clocks.png
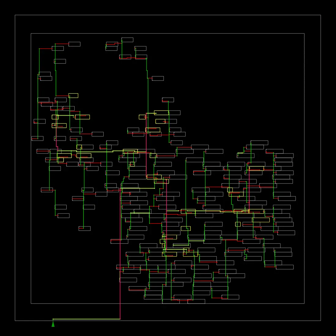
cell_density.png
Scale: 1.5 px per µm. The die is cut into 19 by 19 equal tiles; black is low, pale yellow is high, 0 to 100% covered.
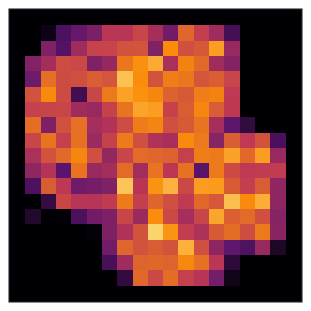
placement_by_type.png
Scale: 2 px per µm. Fill, decap, tap and diode cells in gray.
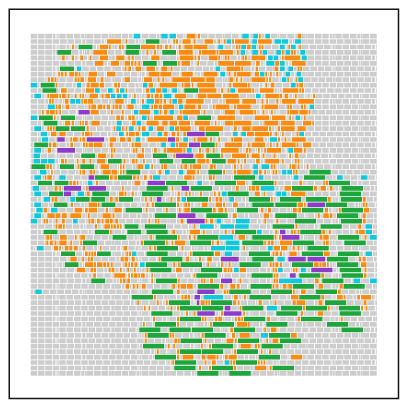
detail.png
Region (84, 84) to (109, 109) µm. Cells in gray, sequential cells in the stronger gray; small squares are vias.
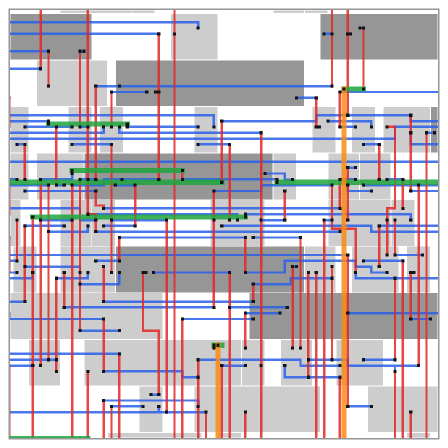
**src/rtl/tmg_conv_mac_if.sv**
```systemverilog
// Purpose : element/weight/result bundle between tmgall-side driver and tmg_conv_mac.
// Latency : n/a (wires only).
// Backpr. : tm_valid/tm_ready on the element stream, conv_valid/conv_ready on results.
// Ports   : w_load, w_data (kernel write); teomatrix, tm_valid, tm_ready (element stream);
//           conv_out, conv_valid, conv_ready (result); busy (window in progress).
//           master = stimulus side, slave = the MAC.
interface tmg_conv_mac_if #(
  parameter int DW = 8,
  parameter int AW = 20
);
  logic          w_load;
  logic [DW-1:0] w_data;
  logic [DW-1:0] teomatrix;
  logic          tm_valid;
  logic          tm_ready;
  logic [AW-1:0] conv_out;
  logic          conv_valid;
  logic          conv_ready;
  logic          busy;

  modport master (
    output w_load, w_data, teomatrix, tm_valid, conv_ready,
    input  tm_ready, conv_out, conv_valid, busy
  );

  modport slave (
    input  w_load, w_data, teomatrix, tm_valid, conv_ready,
    output tm_ready, conv_out, conv_valid, busy
  );
endinterface

```
**src/rtl/tmg_conv_mac.sv**
```systemverilog
// Purpose : KN-tap MAC over the serial teomatrix stream; one signed result per window.
// Latency : conv_valid rises the cycle after the KN-th accepted element.
// Backpr. : a result not taken (conv_valid && !conv_ready) drops tm_ready at once and
//           parks in HOLD until conv_ready; no element is accepted meanwhile.
// Ports   : clk, rst (sync, active high); bus = tmg_conv_mac_if.slave.
// Config  : define CONV_MAC_RELU_EN to clamp negative results to 0 at the output register.
module tmg_conv_mac #(
  parameter int DW = 8,
  parameter int KN = 9,
  parameter int AW = 20
) (
  input logic          clk,
  input logic          rst,
  tmg_conv_mac_if.slave bus
);

  localparam int TW = $clog2(KN);
  localparam int PW = 2 * DW + 1;  // product width: 9b unsigned-as-signed x DW signed

  typedef enum logic [1:0] {IDLE, LOAD, RUN, HOLD} state_t;

  state_t               state;
  logic [TW-1:0]        tap;
  logic [TW-1:0]        widx;
  logic signed [DW-1:0] w [KN];
  logic signed [AW-1:0] acc;
  logic signed [AW-1:0] conv_out_q;
  logic                 conv_valid_q;

  logic                 tm_ready_c;
  logic                 accept;
  logic signed [DW-1:0] w_sel;
  logic signed [PW-1:0] elem_x;
  logic signed [PW-1:0] w_x;
  logic signed [PW-1:0] prod;
  logic signed [AW-1:0] prod_x;
  logic signed [AW-1:0] sum;
  logic signed [AW-1:0] res;

  // Stall the stream the same cycle an untaken result is seen, and while a
  // reload is requested, so an element is never claimed and then thrown away.
  assign tm_ready_c = (state == RUN) && !(conv_valid_q && !bus.conv_ready) && !bus.w_load;
  assign accept     = bus.tm_valid && tm_ready_c;

  // Element is unsigned: zero-extend; weight is signed: sign-extend. The true
  // product fits in PW signed bits, so the truncated multiply is exact.
  assign w_sel  = w[tap];
  assign elem_x = {{(PW-DW){1'b0}}, bus.teomatrix};
  assign w_x    = {{(PW-DW){w_sel[DW-1]}}, w_sel};
  assign prod   = elem_x * w_x;
  assign prod_x = {{(AW-PW){prod[PW-1]}}, prod};
  assign sum    = acc + prod_x;

`ifdef CONV_MAC_RELU_EN
  assign res = sum[AW-1] ? '0 : sum;
`else
  assign res = sum;
`endif

  always_ff @(posedge clk) begin
    if (rst) begin
      state        <= IDLE;
      tap          <= '0;
      widx         <= '0;
      acc          <= '0;
      conv_out_q   <= '0;
      conv_valid_q <= 1'b0;
      for (int i = 0; i < KN; i++) w[i] <= '0;
    end else begin
      case (state)
        IDLE: begin
          // The cycle that sees w_load already carries weight 0.
          if (bus.w_load) begin
            w[0]  <= bus.w_data;
            widx  <= TW'(1);
            state <= LOAD;
          end
        end

        LOAD: begin
          if (bus.w_load) begin
            w[widx] <= bus.w_data;
            if (widx == TW'(KN - 1)) begin
              widx  <= '0;
              state <= RUN;
            end else begin
              widx <= widx + 1'b1;
            end
          end else begin
            // Short load leaves a partial kernel; refuse to run on it.
            widx  <= '0;
            state <= IDLE;
          end
        end

        RUN, HOLD: begin
          if (bus.w_load) begin
            acc          <= '0;
            tap          <= '0;
            conv_valid_q <= 1'b0;
            w[0]         <= bus.w_data;
            widx         <= TW'(1);
            state        <= LOAD;
          end else if (state == HOLD) begin
            if (bus.conv_ready) begin
              conv_valid_q <= 1'b0;
              state        <= RUN;
            end
          end else begin
            if (conv_valid_q) begin
              if (bus.conv_ready) conv_valid_q <= 1'b0;
              else                state        <= HOLD;
            end
            // A window close overrides the clear above; KN>1 means it never
            // coincides with a pending result in practice.
            if (accept) begin
              if (tap == TW'(KN - 1)) begin
                conv_out_q   <= res;
                conv_valid_q <= 1'b1;
                acc          <= '0;
                tap          <= '0;
              end else begin
                acc <= sum;
                tap <= tap + 1'b1;
              end
            end
          end
        end

        default: state <= IDLE;
      endcase
    end
  end

  assign bus.tm_ready   = tm_ready_c;
  assign bus.conv_out   = conv_out_q;
  assign bus.conv_valid = conv_valid_q;
  assign bus.busy       = (tap != '0);

endmodule

```
**src/flat_wrapper.sv**
```systemverilog
// flat-port wrapper written by rule: the top's interface ports become plain ports
module tmg_conv_mac_flat 
#(
  parameter int DW = 8,
  parameter int KN = 9,
  parameter int AW = 20
)
  (clk, rst, bus_w_load, bus_w_data, bus_teomatrix, bus_tm_valid, bus_conv_ready, bus_tm_ready, bus_conv_out, bus_conv_valid, bus_busy);
  tmg_conv_mac_if #(.DW(DW), .AW(AW)) bus_i ();
  input logic clk;
  input logic rst;
  input wire logic [$bits(bus_i.w_load)-1:0] bus_w_load;
  input wire logic [$bits(bus_i.w_data)-1:0] bus_w_data;
  input wire logic [$bits(bus_i.teomatrix)-1:0] bus_teomatrix;
  input wire logic [$bits(bus_i.tm_valid)-1:0] bus_tm_valid;
  input wire logic [$bits(bus_i.conv_ready)-1:0] bus_conv_ready;
  output wire logic [$bits(bus_i.tm_ready)-1:0] bus_tm_ready;
  output wire logic [$bits(bus_i.conv_out)-1:0] bus_conv_out;
  output wire logic [$bits(bus_i.conv_valid)-1:0] bus_conv_valid;
  output wire logic [$bits(bus_i.busy)-1:0] bus_busy;
  assign bus_i.w_load = bus_w_load;
  assign bus_i.w_data = bus_w_data;
  assign bus_i.teomatrix = bus_teomatrix;
  assign bus_i.tm_valid = bus_tm_valid;
  assign bus_i.conv_ready = bus_conv_ready;
  assign bus_tm_ready = bus_i.tm_ready;
  assign bus_conv_out = bus_i.conv_out;
  assign bus_conv_valid = bus_i.conv_valid;
  assign bus_busy = bus_i.busy;
  tmg_conv_mac #(.DW(DW), .KN(KN), .AW(AW)) u_core (.clk(clk), .rst(rst), .bus(bus_i));
endmodule
```
**config.mk**
```make
export PLATFORM = sky130hd
export DESIGN_NAME = tmg_conv_mac_flat
export DESIGN_NICKNAME = d
export VERILOG_FILES = /design/src/rtl/tmg_conv_mac_if.sv /design/src/rtl/tmg_conv_mac.sv /design/src/flat_wrapper.sv
export SDC_FILE = /design/constraint.sdc
export NUM_CORES = 1
export LEC_CHECK = 0
export ABC_AREA = 1
export ABC_CLOCK_PERIOD_IN_PS = 5300
export CAP_MARGIN = 20
export CELL_PAD_IN_SITES_DETAIL_PLACEMENT = 0
export CELL_PAD_IN_SITES_GLOBAL_PLACEMENT = 1
export CORE_MARGIN = 10
export CORE_UTILIZATION = 35
export CTS_CLUSTER_DIAMETER = 200
export CTS_CLUSTER_SIZE = 8
export DETAILED_ROUTE_END_ITERATION = 7
export PLACE_DENSITY_LB_ADDON = 0.3
export SLEW_MARGIN = 0
export SYNTH_ARGS = -nofsm -noshare
export SYNTH_HDL_FRONTEND = slang
export SYNTH_SLANG_ARGS = --single-unit
```
**constraint.sdc**
```tcl
create_clock -name clk -period 5.3 [get_ports clk]
set_input_delay 1.325 -clock clk [delete_from_list [all_inputs] [get_ports clk]]
set_output_delay 1.325 -clock clk [all_outputs]
set_load 0.01 [all_outputs]
```
==> CHANGELOG.md <==
## Implementation

* Largest cell class: combinational gates
* Most flops, register: u_core.w
* Largest register FFs at 128
* Hold Crit Class: register to register
* Share of cells above drive strength 1 at 24.4%
* GP Congestion at 0.862
* Fillers at 2835
* TNS Setup at -3320 ps
* Top sig layer: met4
* Num tapcells at 390
* Failing checks: setup timing
* IO Pins at 44
* Most Used Layer, Global Route: met2
* Count of multi-input gates at 760
* Setup WS post-layout at -207 ps
* RSZ-0062 raised after global routing: true
* Critical path depth at 26
* Area Growth Syn to Fin at 29.5%
* Drt initial violations at 584
* Cell Type Count at 47
* Most numerous logic cells after layout: nor2_1 (212), edfxtp_1 (128), nand2_1 (126), inv_1 (115), buf_4 (98)
* Cts hold-fix bufs at 0
* Run status: finished, violations left
* Clock-cell share of area at 4.41%
* Yosys Chip Area at 10600 µm²
* Setup Viol. Count Final at 24
* Routed length on met2 at 13.3 mm
* Sw Pwr at 2.14 mW
* DP Worst Slack at -826 ps
* Top Consumer: combinational logic
* Clock share of power at 22.5%
* Clk latency late pin at 440 ps
* Root buf cell: clkbuf_16
* Largest delay contributor family on the critical path: adder cells
## Picture notes: clocks.png
clk_buf instances: 18
Clock Skew: 13.2 ps
CTS sink count: 183
Clock Power: 1.31 mW

## Picture notes: cell_density.png
The fullest tile reaches 91%. 34% of the tiles are nearly empty. The densest ninth of the die: middle.
Final Util: 46.1%
core box area: 29700 µm²
Pre-Place Util: 35.6%

## Picture notes: placement_by_type.png
Key: green = sequential cells [cells 183]; purple = clock drivers and dummy loads [cells 32]; cyan = remaining buffers and delay cells [cells 163]; orange = combinational and other logic [cells 911]
Seq/total area: 36.1%
FP Rows: 63
post-route cell area: 13700 µm²

## Picture notes: detail.png
Key: green = metal 3; blue = metal 1; orange = metal 4; red = metal 2
38 logic cells have their middle in the window. Netlist names of flops here include u_core.w (5). Sequential cells in the window: 5. Most frequent: nor2_1 (8), edfxtp_1 (5), buf_4 (4).

Power is estimated from default activity; no workload was simulated.
